**config.mk**
```make
export PLATFORM = sky130hd
export DESIGN_NAME = mult32x32_share_arb_flat
export DESIGN_NICKNAME = d
export VERILOG_FILES = /design/src/rtl/mult32x32_share_arb_pkg.sv /design/src/rtl/mult32x32_share_arb_if.sv /design/src/rtl/mult32x32_share_arb_rr_arb2.sv /design/src/rtl/mult32x32_share_arb.sv /design/src/flat_wrapper.sv
export SDC_FILE = /design/constraint.sdc
export NUM_CORES = 1
export LEC_CHECK = 0
export CORE_UTILIZATION = 37
export DETAILED_ROUTE_END_ITERATION = 16
export GPL_TIMING_DRIVEN = 0
export PLACE_DENSITY_LB_ADDON = 0.08
export SYNTH_ARGS = -nofsm -noshare
export SYNTH_HDL_FRONTEND = slang
export SYNTH_SLANG_ARGS = --single-unit
```
**constraint.sdc**
```tcl
create_clock -name clk -period 1.4 [get_ports clk]
set_input_delay 0.14 -clock clk [delete_from_list [all_inputs] [get_ports clk]]
set_output_delay 0.14 -clock clk [all_outputs]
set_load 0.005 [all_outputs]
```
**src/rtl/mult32x32_share_arb_pkg.sv**
```systemverilog
`default_nettype none
// +--------------------------------------------------------------------------+
// | Package : mult_arb_pkg                                                   |
// | Shared types and widths for the two-port multiplier share arbiter:       |
// |   arb_state_t - scheduler state encoding                                 |
// |   REQ_ID_W    - width of the requester id (two requesters)               |
// |   OPERAND_W   - multiplier operand width                                 |
// |   PRODUCT_W   - multiplier product width                                 |
// | Revision: 1.0 - initial release                                          |
// +--------------------------------------------------------------------------+
package mult_arb_pkg;

  localparam int REQ_ID_W  = 1;
  localparam int OPERAND_W = 32;
  localparam int PRODUCT_W = 64;

  typedef enum logic [2:0] {
    ST_IDLE  = 3'd0,  // arbitrate between requesters
    ST_START = 3'd1,  // start pulse is on the wire
    ST_WAIT  = 3'd2,  // waiting for the multiplier to raise busy
    ST_RUN   = 3'd3,  // waiting for the multiplier to drop busy
    ST_RESP  = 3'd4   // response held until consumed
  } arb_state_t;

endpackage
`default_nettype wire

```
**src/rtl/mult32x32_share_arb_if.sv**
```systemverilog
`default_nettype none
// +--------------------------------------------------------------------------+
// | Interface : mult32x32_share_arb_if                                       |
// | Bundles the two request/response ports and the multiplier handshake.     |
// |   req0/1_valid, req0/1_a, req0/1_b, req0/1_ready : request ports         |
// |   rsp0/1_valid, rsp0/1_ready, rsp_product, rsp_err : response ports      |
// |   mult_start, mult_a, mult_b, mult_busy, mult_product : multiplier side  |
// | Modports: slave  = the arbiter                                           |
// |           master = clients plus multiplier surrounding the arbiter       |
// | Revision: 1.0 - initial release                                          |
// +--------------------------------------------------------------------------+
interface mult32x32_share_arb_if;
  import mult_arb_pkg::*;

  logic                 req0_valid;
  logic                 req1_valid;
  logic [OPERAND_W-1:0] req0_a;
  logic [OPERAND_W-1:0] req0_b;
  logic [OPERAND_W-1:0] req1_a;
  logic [OPERAND_W-1:0] req1_b;
  logic                 req0_ready;
  logic                 req1_ready;

  logic                 rsp0_valid;
  logic                 rsp1_valid;
  logic                 rsp0_ready;
  logic                 rsp1_ready;
  logic [PRODUCT_W-1:0] rsp_product;
  logic                 rsp_err;

  logic                 mult_start;
  logic [OPERAND_W-1:0] mult_a;
  logic [OPERAND_W-1:0] mult_b;
  logic                 mult_busy;
  logic [PRODUCT_W-1:0] mult_product;

  modport slave (
    input  req0_valid, req1_valid, req0_a, req0_b, req1_a, req1_b,
    input  rsp0_ready, rsp1_ready, mult_busy, mult_product,
    output req0_ready, req1_ready, rsp0_valid, rsp1_valid,
    output rsp_product, rsp_err, mult_start, mult_a, mult_b
  );

  modport master (
    output req0_valid, req1_valid, req0_a, req0_b, req1_a, req1_b,
    output rsp0_ready, rsp1_ready, mult_busy, mult_product,
    input  req0_ready, req1_ready, rsp0_valid, rsp1_valid,
    input  rsp_product, rsp_err, mult_start, mult_a, mult_b
  );

endinterface
`default_nettype wire

```
**src/rtl/mult32x32_share_arb_rr_arb2.sv**
```systemverilog
`default_nettype none
// +--------------------------------------------------------------------------+
// | Module : rr_arb2                                                         |
// | Two-way round-robin grant with a priority pointer register.              |
// |   clk, reset  : clock, synchronous active-high reset                     |
// |   req_valid   : pending request per requester                          |
// |   xfer        : a transfer happened on the current grant                 |
// |   grant_valid : some requester is granted                                |
// |   grant_id    : id of the granted requester                              |
// | Revision: 1.0 - initial release                                          |
// +--------------------------------------------------------------------------+
module rr_arb2
  import mult_arb_pkg::*;
(
  input  logic                clk,
  input  logic                reset,
  input  logic [1:0]          req_valid,
  input  logic                xfer,
  output logic                grant_valid,
  output logic [REQ_ID_W-1:0] grant_id
);

  // prio_q holds the id favoured on contention; reset favours requester 0.
  logic [REQ_ID_W-1:0] prio_q;
  logic [REQ_ID_W-1:0] prio_d;

  always_comb begin
    grant_valid = |req_valid;
    grant_id    = '0;
    if (&req_valid) begin
      grant_id = prio_q;
    end else if (req_valid[1]) begin
      grant_id = 1'b1;
    end
    // Favour the requester that was not just served.
    prio_d = prio_q;
    if (xfer) begin
      prio_d = ~grant_id;
    end
  end

  always_ff @(posedge clk) begin
    if (reset) begin
      prio_q <= '0;
    end else begin
      prio_q <= prio_d;
    end
  end

endmodule
`default_nettype wire

```
**src/rtl/mult32x32_share_arb.sv**
```systemverilog
`default_nettype none
// +--------------------------------------------------------------------------+
// | Module : mult32x32_share_arb                                             |
// | Round-robin scheduler sharing one 32x32 multiplier between two clients.  |
// | Captures operands, drives the start/busy handshake, holds operands       |
// | stable and returns each product (or a timeout error) to its requester.   |
// |   clk, reset : clock, synchronous active-high reset                      |
// |   bus        : request, response and multiplier signals (slave modport)  |
// | Parameter TIMEOUT_CYCLES (6..255): start-to-done limit before abort.     |
// | Optional macro MULT_ARB_ZERO_BYPASS_EN: a zero operand answers 0 at once |
// | without using the multiplier.                                            |
// | Revision: 1.0 - initial release                                          |
// +--------------------------------------------------------------------------+
module mult32x32_share_arb
  import mult_arb_pkg::*;
#(
  parameter int TIMEOUT_CYCLES = 8
)(
  input  logic           clk,
  input  logic           reset,
  mult32x32_share_arb_if.slave bus
);

  // Counter is zero in the first WAIT cycle, so the abort decision is taken
  // when it holds TIMEOUT_CYCLES-1 to land the error TIMEOUT_CYCLES+2 after
  // the transfer.
  localparam logic [7:0] C_TIMEOUT_LAST = 8'(TIMEOUT_CYCLES - 1);

  arb_state_t           state_q,       state_d;
  logic [REQ_ID_W-1:0]  grant_id_q,    grant_id_d;
  logic [OPERAND_W-1:0] mult_a_q,      mult_a_d;
  logic [OPERAND_W-1:0] mult_b_q,      mult_b_d;
  logic                 mult_start_q,  mult_start_d;
  logic [7:0]           cnt_q,         cnt_d;
  logic [PRODUCT_W-1:0] rsp_product_q, rsp_product_d;
  logic                 rsp_err_q,     rsp_err_d;
  logic                 rsp0_valid_q,  rsp0_valid_d;
  logic                 rsp1_valid_q,  rsp1_valid_d;

  logic                 grant_valid;
  logic [REQ_ID_W-1:0]  grant_id;
  logic                 xfer;
  logic [OPERAND_W-1:0] sel_a;
  logic [OPERAND_W-1:0] sel_b;
  logic                 rsp_ack;
  logic                 timeout_hit;

  rr_arb2 u_rr_arb2 (
    .clk         (clk),
    .reset       (reset),
    .req_valid   ({bus.req1_valid, bus.req0_valid}),
    .xfer        (xfer),
    .grant_valid (grant_valid),
    .grant_id    (grant_id)
  );

  // Ready is offered only in IDLE and never while reset is asserted, so a
  // request presented during reset is not falsely acknowledged.
  assign xfer           = (state_q == ST_IDLE) && !reset && grant_valid;
  assign bus.req0_ready = xfer && (grant_id == 1'b0);
  assign bus.req1_ready = xfer && (grant_id == 1'b1);

  assign sel_a       = (grant_id == 1'b1) ? bus.req1_a : bus.req0_a;
  assign sel_b       = (grant_id == 1'b1) ? bus.req1_b : bus.req0_b;
  assign rsp_ack     = (grant_id_q == 1'b1) ? bus.rsp1_ready : bus.rsp0_ready;
  assign timeout_hit = (cnt_q == C_TIMEOUT_LAST);

  always_comb begin
    state_d       = state_q;
    grant_id_d    = grant_id_q;
    mult_a_d      = mult_a_q;
    mult_b_d      = mult_b_q;
    mult_start_d  = 1'b0;
    cnt_d         = cnt_q;
    rsp_product_d = rsp_product_q;
    rsp_err_d     = rsp_err_q;
    rsp0_valid_d  = rsp0_valid_q;
    rsp1_valid_d  = rsp1_valid_q;

    case (state_q)
      ST_IDLE: begin
        if (xfer) begin
          grant_id_d = grant_id;
          mult_a_d   = sel_a;
          mult_b_d   = sel_b;
`ifdef MULT_ARB_ZERO_BYPASS_EN
          if ((sel_a == '0) || (sel_b == '0)) begin
            state_d       = ST_RESP;
            rsp_product_d = '0;
            rsp_err_d     = 1'b0;
            rsp0_valid_d  = (grant_id == 1'b0);
            rsp1_valid_d  = (grant_id == 1'b1);
          end else begin
            state_d      = ST_START;
            mult_start_d = 1'b1;
          end
`else
          state_d      = ST_START;
          mult_start_d = 1'b1;
`endif
        end
      end

      ST_START: begin
        state_d = ST_WAIT;
        cnt_d   = '0;
      end

      ST_WAIT: begin
        cnt_d = cnt_q + 8'd1;
        if (timeout_hit) begin
          state_d       = ST_RESP;
          rsp_product_d = '0;
          rsp_err_d     = 1'b1;
          rsp0_valid_d  = (grant_id_q == 1'b0);
          rsp1_valid_d  = (grant_id_q == 1'b1);
        end else if (bus.mult_busy) begin
          state_d = ST_RUN;
        end
      end

      ST_RUN: begin
        cnt_d = cnt_q + 8'd1;
        // A completion seen in the same cycle as the limit still wins.
        if (!bus.mult_busy) begin
          state_d       = ST_RESP;
          rsp_product_d = bus.mult_product;
          rsp_err_d     = 1'b0;
          rsp0_valid_d  = (grant_id_q == 1'b0);
          rsp1_valid_d  = (grant_id_q == 1'b1);
        end else if (timeout_hit) begin
          state_d       = ST_RESP;
          rsp_product_d = '0;
          rsp_err_d     = 1'b1;
          rsp0_valid_d  = (grant_id_q == 1'b0);
          rsp1_valid_d  = (grant_id_q == 1'b1);
        end
      end

      ST_RESP: begin
        // Only the owning requester's ready releases the response.
        if (rsp_ack) begin
          state_d      = ST_IDLE;
          rsp0_valid_d = 1'b0;
          rsp1_valid_d = 1'b0;
        end
      end

      default: begin
        state_d = ST_IDLE;
      end
    endcase
  end

  always_ff @(posedge clk) begin
    if (reset) begin
      state_q       <= ST_IDLE;
      grant_id_q    <= '0;
      mult_a_q      <= '0;
      mult_b_q      <= '0;
      mult_start_q  <= 1'b0;
      cnt_q         <= '0;
      rsp_product_q <= '0;
      rsp_err_q     <= 1'b0;
      rsp0_valid_q  <= 1'b0;
      rsp1_valid_q  <= 1'b0;
    end else begin
      state_q       <= state_d;
      grant_id_q    <= grant_id_d;
      mult_a_q      <= mult_a_d;
      mult_b_q      <= mult_b_d;
      mult_start_q  <= mult_start_d;
      cnt_q         <= cnt_d;
      rsp_product_q <= rsp_product_d;
      rsp_err_q     <= rsp_err_d;
      rsp0_valid_q  <= rsp0_valid_d;
      rsp1_valid_q  <= rsp1_valid_d;
    end
  end

  assign bus.mult_start  = mult_start_q;
  assign bus.mult_a      = mult_a_q;
  assign bus.mult_b      = mult_b_q;
  assign bus.rsp_product = rsp_product_q;
  assign bus.rsp_err     = rsp_err_q;
  assign bus.rsp0_valid  = rsp0_valid_q;
  assign bus.rsp1_valid  = rsp1_valid_q;

endmodule
`default_nettype wire

```
**src/flat_wrapper.sv**
```systemverilog
// flat-port wrapper written by rule: the top's interface ports become plain ports
module mult32x32_share_arb_flat import mult_arb_pkg::*;
#(
  parameter int TIMEOUT_CYCLES = 8
)
  (clk, reset, bus_req0_valid, bus_req1_valid, bus_req0_a, bus_req0_b, bus_req1_a, bus_req1_b, bus_rsp0_ready, bus_rsp1_ready, bus_mult_busy, bus_mult_product, bus_req0_ready, bus_req1_ready, bus_rsp0_valid, bus_rsp1_valid, bus_rsp_product, bus_rsp_err, bus_mult_start, bus_mult_a, bus_mult_b);
  mult32x32_share_arb_if bus_i ();
  input  logic clk;
  input  logic reset;
  input wire logic [$bits(bus_i.req0_valid)-1:0] bus_req0_valid;
  input wire logic [$bits(bus_i.req1_valid)-1:0] bus_req1_valid;
  input wire logic [$bits(bus_i.req0_a)-1:0] bus_req0_a;
  input wire logic [$bits(bus_i.req0_b)-1:0] bus_req0_b;
  input wire logic [$bits(bus_i.req1_a)-1:0] bus_req1_a;
  input wire logic [$bits(bus_i.req1_b)-1:0] bus_req1_b;
  input wire logic [$bits(bus_i.rsp0_ready)-1:0] bus_rsp0_ready;
  input wire logic [$bits(bus_i.rsp1_ready)-1:0] bus_rsp1_ready;
  input wire logic [$bits(bus_i.mult_busy)-1:0] bus_mult_busy;
  input wire logic [$bits(bus_i.mult_product)-1:0] bus_mult_product;
  output wire logic [$bits(bus_i.req0_ready)-1:0] bus_req0_ready;
  output wire logic [$bits(bus_i.req1_ready)-1:0] bus_req1_ready;
  output wire logic [$bits(bus_i.rsp0_valid)-1:0] bus_rsp0_valid;
  output wire logic [$bits(bus_i.rsp1_valid)-1:0] bus_rsp1_valid;
  output wire logic [$bits(bus_i.rsp_product)-1:0] bus_rsp_product;
  output wire logic [$bits(bus_i.rsp_err)-1:0] bus_rsp_err;
  output wire logic [$bits(bus_i.mult_start)-1:0] bus_mult_start;
  output wire logic [$bits(bus_i.mult_a)-1:0] bus_mult_a;
  output wire logic [$bits(bus_i.mult_b)-1:0] bus_mult_b;
  assign bus_i.req0_valid = bus_req0_valid;
  assign bus_i.req1_valid = bus_req1_valid;
  assign bus_i.req0_a = bus_req0_a;
  assign bus_i.req0_b = bus_req0_b;
  assign bus_i.req1_a = bus_req1_a;
  assign bus_i.req1_b = bus_req1_b;
  assign bus_i.rsp0_ready = bus_rsp0_ready;
  assign bus_i.rsp1_ready = bus_rsp1_ready;
  assign bus_i.mult_busy = bus_mult_busy;
  assign bus_i.mult_product = bus_mult_product;
  assign bus_req0_ready = bus_i.req0_ready;
  assign bus_req1_ready = bus_i.req1_ready;
  assign bus_rsp0_valid = bus_i.rsp0_valid;
  assign bus_rsp1_valid = bus_i.rsp1_valid;
  assign bus_rsp_product = bus_i.rsp_product;
  assign bus_rsp_err = bus_i.rsp_err;
  assign bus_mult_start = bus_i.mult_start;
  assign bus_mult_a = bus_i.mult_a;
  assign bus_mult_b = bus_i.mult_b;
  mult32x32_share_arb #(.TIMEOUT_CYCLES(TIMEOUT_CYCLES)) u_core (.clk(clk), .reset(reset), .bus(bus_i));
endmodule
```
density.png
The die is cut into 14 by 14 equal tiles; white is low, dark blue is high, 0 to 100% covered.
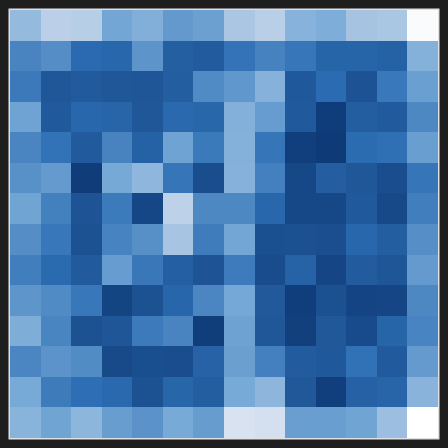
fullest tile: 96%
nearly empty tiles: 0.50%
densest ninth of the die: east
floorplan-stage core utilization: 38.39%
total core area: 17,540 um2
core occupancy in the finished layout: 75.01%

met4.png
The bar under the picture is 50 um long. Supply wires on this layer in grey. Cells faint in the background.
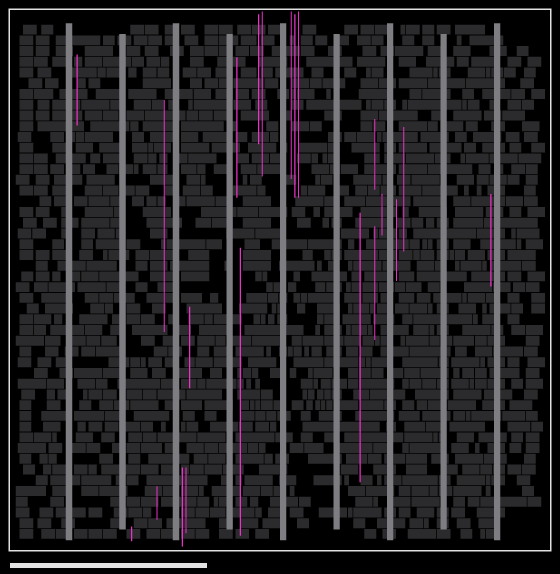
nets with wire on the layer: 17
main direction: vertical
longest straight run: 72.8 um
wire length on this layer: 661 um

==> results_slide.txt <==
Key Metrics from the Run

Status
  – Run status: finished, violations left
  – Violations in the final reports: setup timing

Hold path
  – Path class of the lowest-slack min-delay path: input port to flip-flop

Setup path
  – Cell-by-cell listing of the critical path: ha_4 > and4bb_2 > nand3_4 > buf_12 > buf_12 > buf_16 > o21ai_2 > a211oi_2
  – Crit path top cell by count: sky130_fd_sc_hd__buf_12
  – Worst stage delay on the critical path: 360 ps
  – Slowest-stage cell, CP: sky130_fd_sc_hd__dfxtp_4
  – Biggest fanout along the worst timing path: 7
  – Worst setup path category: flip-flop to flip-flop

Final timing
  – Achievable clock frequency: 0.6090 GHz
  – Smallest setup slack after layout: -242.1 ps
  – Final count of negative-setup-slack endpoints: 141
  – Worst hold slack across all endpoints: 365.4 ps

Final layout
  – Final std cell area, no fill: 13,150 um2
  – Non-clock buffer count: 469
  – Number of diodes added for antenna fixing: 0
  – Most common library cell in the layout ignoring fill and taps: sky130_fd_sc_hd__clkdlybuf4s50_1

Global route
  – First-pass GRT wire length: 38.61 mm
  – Aggregate global routing overflow: 0
  – GRT Overall Usage: 27.26%
  – Number of antenna violations at the first check in global routing: 0

Power and ir drop
  – LEAKAGE: 5.648 nW
  – Total power: 19.54 mW
  – Power density over the cells: 1486 nW/um2
  – Internal: 12.95 mW

Route
  – Number of vias in the routed layout: 7,004
  – Router iterations before antenna repair: 4
  – Met3 routed wirelength: 2.194 mm

Synth
  – Post-synth top area share: 43.11%
  – Distinct lib cells: 48
  – Simple share: 11.67%
  – Adder share: 0.1858%
  – Mean instance size in the synthesized netlist: 9.743 um2

Floorplan
  – Total I/O pin count: 333
  – Number of standard-cell rows in the floorplan: 48
  – Number of tapcells: 225

Clock network
  – # hold bufs at CTS: 0
  – H-Tree Level Count: 4
final_congestion.png
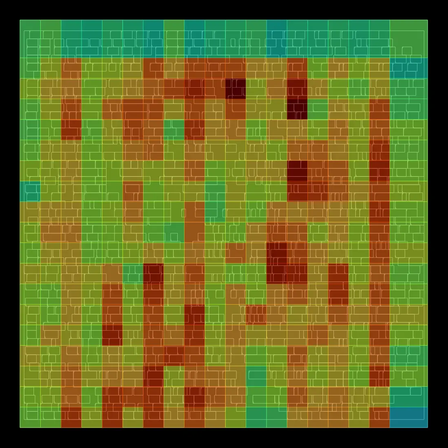
GR Layer Usage met3: 8.963%
mean routed wirelength per cell: 19.20 um
met2 demand-to-capacity share in global routing: 47.29%
met1 usage in global routing: 30.84%

what timing repair did:
action,in CTS,in global routing
setup endpoints to repair,273,151
resized,425,144
pin swaps,107,72
cloned,22,5
endpoints found under the hold margin,0,0
setup buffers,46,16
path summary, 6_finish.rpt:
check | startpoint | to | cells past startpoint | slack (ps)
worst max register to register | u_core.cnt_q[0]$_SDFFE_PP0P_ | u_core.bus.rsp_product[25]$_SDFFE_PP0P_ | 8 | -240
worst min register to register | u_core.bus.rsp0_valid$_SDFFE_PP0P_ | u_core.bus.rsp0_valid$_SDFFE_PP0P_ | 2 | 480
worst min-delay path | bus_req1_a[5] | u_core.bus.mult_a[5]$_SDFFE_PP0P_ | 3 | 370
worst max-delay path | u_core.cnt_q[0]$_SDFFE_PP0P_ | u_core.bus.rsp_product[25]$_SDFFE_PP0P_ | 8 | -240
Power figures rest on the tool's default switching activity, not on a simulated workload.
